run_1/placement_by_type.png
Scale: 4 px per um.
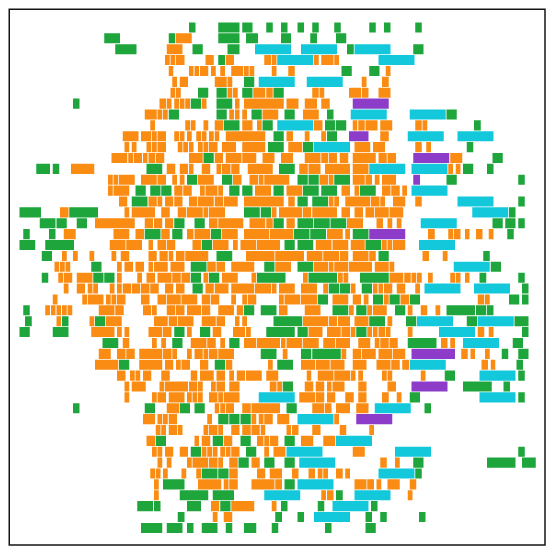
run_1/sizes.png
Scale: 2 px per um.
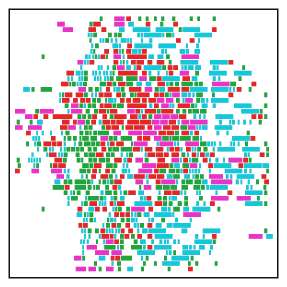
run_1/layer_met3.png
Scale: 3 px per um. Cells faint in the background.
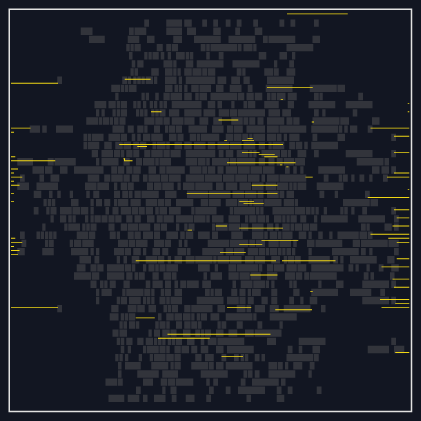
**src/rtl/c1355_sec_pkg.sv**
```systemverilog
// rtl/c1355_sec_pkg.sv - shared widths and column function for the c1355 SEC code
package c1355_sec_pkg;

   localparam int DATA_W  = 32;
   localparam int CHECK_W = 8;

   // Column of data bit i: low nibble selects the byte, high nibble the bit within it
   function automatic logic [CHECK_W-1:0] h_col(input logic [4:0] i);
      logic [1:0] b;
      logic [2:0] k;
      logic [3:0] lo;
      logic [3:0] hi;
      b  = i[4:3];
      k  = i[2:0];
      lo = 4'b0001 << b;
      if (!k[2]) begin
         hi = 4'b0001 << k[1:0];
      end else begin
         hi = ~(4'b0001 << k[1:0]);
      end
      return {hi, lo};
   endfunction

endpackage

```
**src/rtl/c1355_sec_syndrome.sv**
```systemverilog
// rtl/c1355_sec_syndrome.sv - combinational parity tree producing the syndrome
module c1355_sec_syndrome
   import c1355_sec_pkg::*;
(
   input  logic [DATA_W-1:0]  data_in,
   input  logic [CHECK_W-1:0] check_in,
   output logic [CHECK_W-1:0] syndrome
);

   logic [CHECK_W-1:0] col;

   // Fold every data bit into the check bits its column touches
   always_comb begin
      syndrome = check_in;
      col      = '0;
      for (int i = 0; i < DATA_W; i++) begin
         col = h_col(5'(i));
         for (int j = 0; j < CHECK_W; j++) begin
            if (col[j]) begin
               syndrome[j] = syndrome[j] ^ data_in[i];
            end
         end
      end
   end

endmodule

```
**src/rtl/c1355_sec.sv**
```systemverilog
// rtl/c1355_sec.sv - registered 32-bit single-error-correcting decoder
module c1355_sec
   import c1355_sec_pkg::*;
(
   input  logic                clk,
   input  logic                rst_n,
   input  logic                in_valid,
   input  logic [DATA_W-1:0]   data_in,
   input  logic [CHECK_W-1:0]  check_in,
   input  logic                correct_en,
   output logic                out_valid,
   output logic [DATA_W-1:0]   data_out,
   output logic [CHECK_W-1:0]  syndrome,
   output logic                err_corrected,
   output logic                err_uncorr
);

   logic [CHECK_W-1:0] syn;
   logic [DATA_W-1:0]  data_fix;
   logic               col_hit;
   logic               chk_hit;

   logic               out_valid_d, out_valid_q;
   logic [DATA_W-1:0]  data_d, data_q;
   logic [CHECK_W-1:0] syn_d, syn_q;
   logic               corr_d, corr_q;
   logic               uncorr_d, uncorr_q;

   c1355_sec_syndrome u_syndrome (
      .data_in  (data_in),
      .check_in (check_in),
      .syndrome (syn)
   );

   // Match the syndrome against every data column and flip the hit bit
   always_comb begin
      data_fix = data_in;
      col_hit  = 1'b0;
      for (int i = 0; i < DATA_W; i++) begin
         if (syn == h_col(5'(i))) begin
            data_fix[i] = ~data_in[i];
            col_hit     = 1'b1;
         end
      end
      chk_hit = (syn != '0) && ((syn & (syn - 8'd1)) == '0);
   end

   // Next-state: load a new result only on valid input, otherwise hold
   always_comb begin
      out_valid_d = in_valid;
      data_d      = data_q;
      syn_d       = syn_q;
      corr_d      = corr_q;
      uncorr_d    = uncorr_q;
      if (in_valid) begin
         syn_d    = syn;
         data_d   = correct_en ? data_fix : data_in;
         corr_d   = correct_en & (col_hit | chk_hit);
         uncorr_d = correct_en & (syn != '0) & ~col_hit & ~chk_hit;
      end
   end

   // Single output register stage
   always_ff @(posedge clk or negedge rst_n) begin
      if (!rst_n) begin
         out_valid_q <= 1'b0;
         data_q      <= '0;
         syn_q       <= '0;
         corr_q      <= 1'b0;
         uncorr_q    <= 1'b0;
      end else begin
         out_valid_q <= out_valid_d;
         data_q      <= data_d;
         syn_q       <= syn_d;
         corr_q      <= corr_d;
         uncorr_q    <= uncorr_d;
      end
   end

   assign out_valid     = out_valid_q;
   assign data_out      = data_q;
   assign syndrome      = syn_q;
   assign err_corrected = corr_q;
   assign err_uncorr    = uncorr_q;

endmodule

```
**config.mk**
```make
export PLATFORM = sky130hd
export DESIGN_NAME = c1355_sec
export DESIGN_NICKNAME = d
export VERILOG_FILES = /design/src/rtl/c1355_sec_pkg.sv /design/src/rtl/c1355_sec_syndrome.sv /design/src/rtl/c1355_sec.sv
export SDC_FILE = /design/constraint.sdc
export NUM_CORES = 1
export LEC_CHECK = 0
export ABC_AREA = 1
export CAP_MARGIN = 10
export CORE_MARGIN = 2
export CORE_UTILIZATION = 25
export CTS_CLUSTER_DIAMETER = 80
export DETAILED_ROUTE_END_ITERATION = 12
export PLACE_DENSITY = 0.55
export SYNTH_ARGS = -nofsm -noshare
export SYNTH_HDL_FRONTEND = slang
export SYNTH_SLANG_ARGS = --single-unit
```
**constraint.sdc**
```tcl
create_clock -name clk -period 1 [get_ports clk]
set_input_delay 0.15 -clock clk [delete_from_list [all_inputs] [get_ports clk]]
set_output_delay 0.15 -clock clk [all_outputs]
set_load 0.005 [all_outputs]
```
==> job_summary.md, run 1 <==
### Yosys + OpenROAD results

| Metric | Value |
|---|---|
| Reg2reg end | `data_out[21]` |
| Final Skew | `0 ns` |
| Crit. End Element | `flip-flop` |
| Number of cells on the worst hold path | `2` |
| Vias in the first global route | `about 4900` |
| Peak supply drop | `roughly 0.67 mV` |
| Worst setup margin | `-0.956 ns` |
| Proportion of power drawn by flip-flops and latches | `approximately 22%` |
| Max incr delay on CP | `~0.31 ns` |
| Combinational cell area excluding buffers and inverters | `about 3900 sq um` |
| Port-buffer cells | `86` |
| Number of antenna violations at the first check in global routing | `0` |
| Number of nets with antenna violations after detailed routing | `0` |
| Leakage power figure | `around 4 nW` |
| Post-CTS setup repair buffer count | `59` |
| Result of the run | `complete, but fails checks` |
| Switching Fraction | `approximately 40%` |
| Inverter count | `between 70 and 80` |
| First-iteration detailed-routing DRC count | `222` |
| Max Cap Viol | `0` |
| Setup violation total in the final timing report | `42` |
| Compound Share, Synth | `roughly 5.6%` |
| Die area | `approximately 18000 sq um` |
| Routability congestion estimate | `~0.9` |
| Proportion of final cell area spent on non-clock buffers | `about a quarter` |
| HPWL Detailed | `roughly 11000 um` |
| Combinational Power Share | `approximately 58%` |
| Antenna Cells | `0` |
| FP Rows | `47` |
| FFs w/ async S/R, synth | `100%` |
| Maximum level of the CTS H-tree | `2` |
| Failing checks | `setup timing` |
| Max transition margin | `approximately three quarters` |
| Seq power | `between 2 and 2.5 mW` |
| CTS root buffer | `sky130_fd_sc_hd__clkbuf_16` |
| Routed wire length per instance | `between 10 and 15 um` |
| Worst R2R Path Depth | `3` |
| Total instance count after detailed placement | `around 1100` |
| Clock latency at the later pin of the worst-skew pair | `~0.28 ns` |
| Post-route worst hold slack | `about 0.21 ns` |
| Group drawing the most power | `combinational cells` |
| Flip-flop and latch count after synthesis | `~43` |
| Num Clock Sinks | `roughly 43` |
| PwrDens | `1210 nW/um^2` |
| Launching element of the worst setup path | `data_in[5]` |
| Biggest fanout along the worst timing path | `8` |
| Nets at Floorplan | `~740` |
| Stages on worst setup path | `21` |
| Met3 WL post-DR | `slightly above 600 um` |
| Adder-cell area share of the yosys netlist | `0%` |
## Picture notes: placement_by_type.png
legend:
  combinational and other logic:
    color: orange
    cells: 638
    share_of_their_area: 57%
  remaining buffers and delay cells:
    color: green
    cells: 238
    share_of_their_area: 27%
  sequential cells:
    color: cyan
    cells: 43
    share_of_their_area: 14%
  clock drivers and dummy loads:
    color: purple
    cells: 8
    share_of_their_area: 2.3%

## Picture notes: sizes.png
legend:
  _3 and _4 cells:
    color: red
    cells: 196
    share: 21%
    most_used: buf_4
  _2 cells:
    color: green
    cells: 288
    share: 31%
    most_used: nand2_2
  _0 and _1 cells:
    color: cyan
    cells: 371
    share: 40%
    most_used: nand2_1
  _6 and larger:
    color: magenta
    cells: 72
    share: 7.8%
    most_used: buf_6
non-clock buffer count in the final layout: 238
worst setup margin: -0.956 ns
post-route cell area: 7790 sq um
area grow syn2layout: 85.7%

## Picture notes: layer_met3.png
main direction: horizontal
share of all routed wire: 4.0%

==> run 2, diff against run 1 <==
--- a/config.mk
+++ b/config.mk
@@ -8,10 +8,10 @@
 export ABC_AREA = 1
 export CAP_MARGIN = 10
 export CORE_MARGIN = 2
-export CORE_UTILIZATION = 25
+export CORE_UTILIZATION = 50
 export CTS_CLUSTER_DIAMETER = 80
 export DETAILED_ROUTE_END_ITERATION = 12
-export PLACE_DENSITY = 0.55
+export PLACE_DENSITY_LB_ADDON = 0.2
 export SYNTH_ARGS = -nofsm -noshare
 export SYNTH_HDL_FRONTEND = slang
 export SYNTH_SLANG_ARGS = --single-unit
run_2/metal_density.png
Scale: 4 px per um. 19 x 19 tiles, from dark purple (low) to yellow (high), scaled to the fullest tile. Values are wire area over tile area, all layers added.
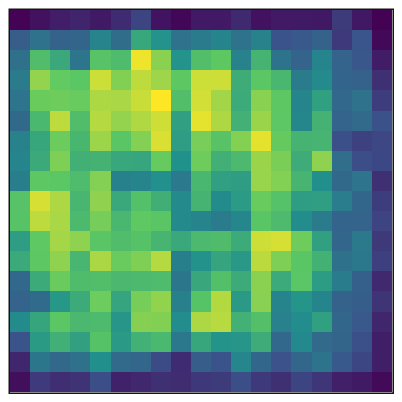
mean over tiles: 0.57
nearly empty tiles: 0.80%
tiles over half the peak: 54%
densest ninth of the die: left middle
fullest tile: 1.1
routed wire length per instance: 26.0 um
via count: 7068
Global Route Usage Sum: 42.4%

==> job_summary.md, run 2 <==
### Yosys + OpenROAD results

| Metric | Value |
|---|---|
| Worst setup margin | `-1.90 ns (-0.942 ns)` |
| First-iteration detailed-routing DRC count | `1181 (+430%)` |
| Group drawing the most power | `combinational cells` |
| Flip-flop and latch count after synthesis | `43 (unchanged)` |
| Maximum level of the CTS H-tree | `2 (unchanged)` |
| FP Rows | `33 (-30%)` |
| Proportion of power drawn by flip-flops and latches | `19.7% (-2.1 points)` |
| Setup violation total in the final timing report | `54 (+29%)` |
| Failing checks | `DRC, setup timing` |
| Non-clock buffer count in the final layout | `250 (+5.0%)` |
| Area grow syn2layout | `85.0%` |
| Total instance count after detailed placement | `944 (-12%)` |
| Die area | `9140 sq um (-49%)` |
| Max Cap Viol | `0 (unchanged)` |
| Result of the run | `complete, but fails checks` |
| Nets at Floorplan | `744 (unchanged)` |
| DRC violation count after routing | `11` |
| HPWL Detailed | `10700 um (-5.3%)` |
| Seq power | `2.10 mW (+2%)` |
| Proportion of final cell area spent on non-clock buffers | `26.2% (+0.42 points)` |
| CTS root buffer | `sky130_fd_sc_hd__clkbuf_8` |
| Crit. End Element | `flip-flop` |
| Reg2reg end | `data_out[25]` |
| Max incr delay on CP | `0.23 ns (-0.08 ns)` |
| Inverter count | `73 (unchanged)` |
| Biggest fanout along the worst timing path | `5 (-3)` |
| Number of cells on the worst hold path | `2 (unchanged)` |
| Routability congestion estimate | `0.903 (+3.0%)` |
run_2/clocks.png
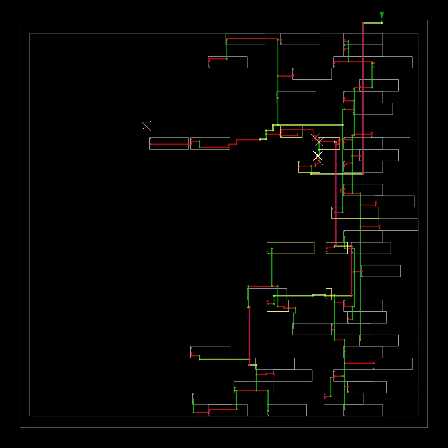
clock latency at the later pin of the worst-skew pair: 0.30 ns
clock buffer instance count of the final layout: 6
flop count: 43
Num Clock Sinks: 43

No activity file was given, so power comes from the tool's default toggle rates.
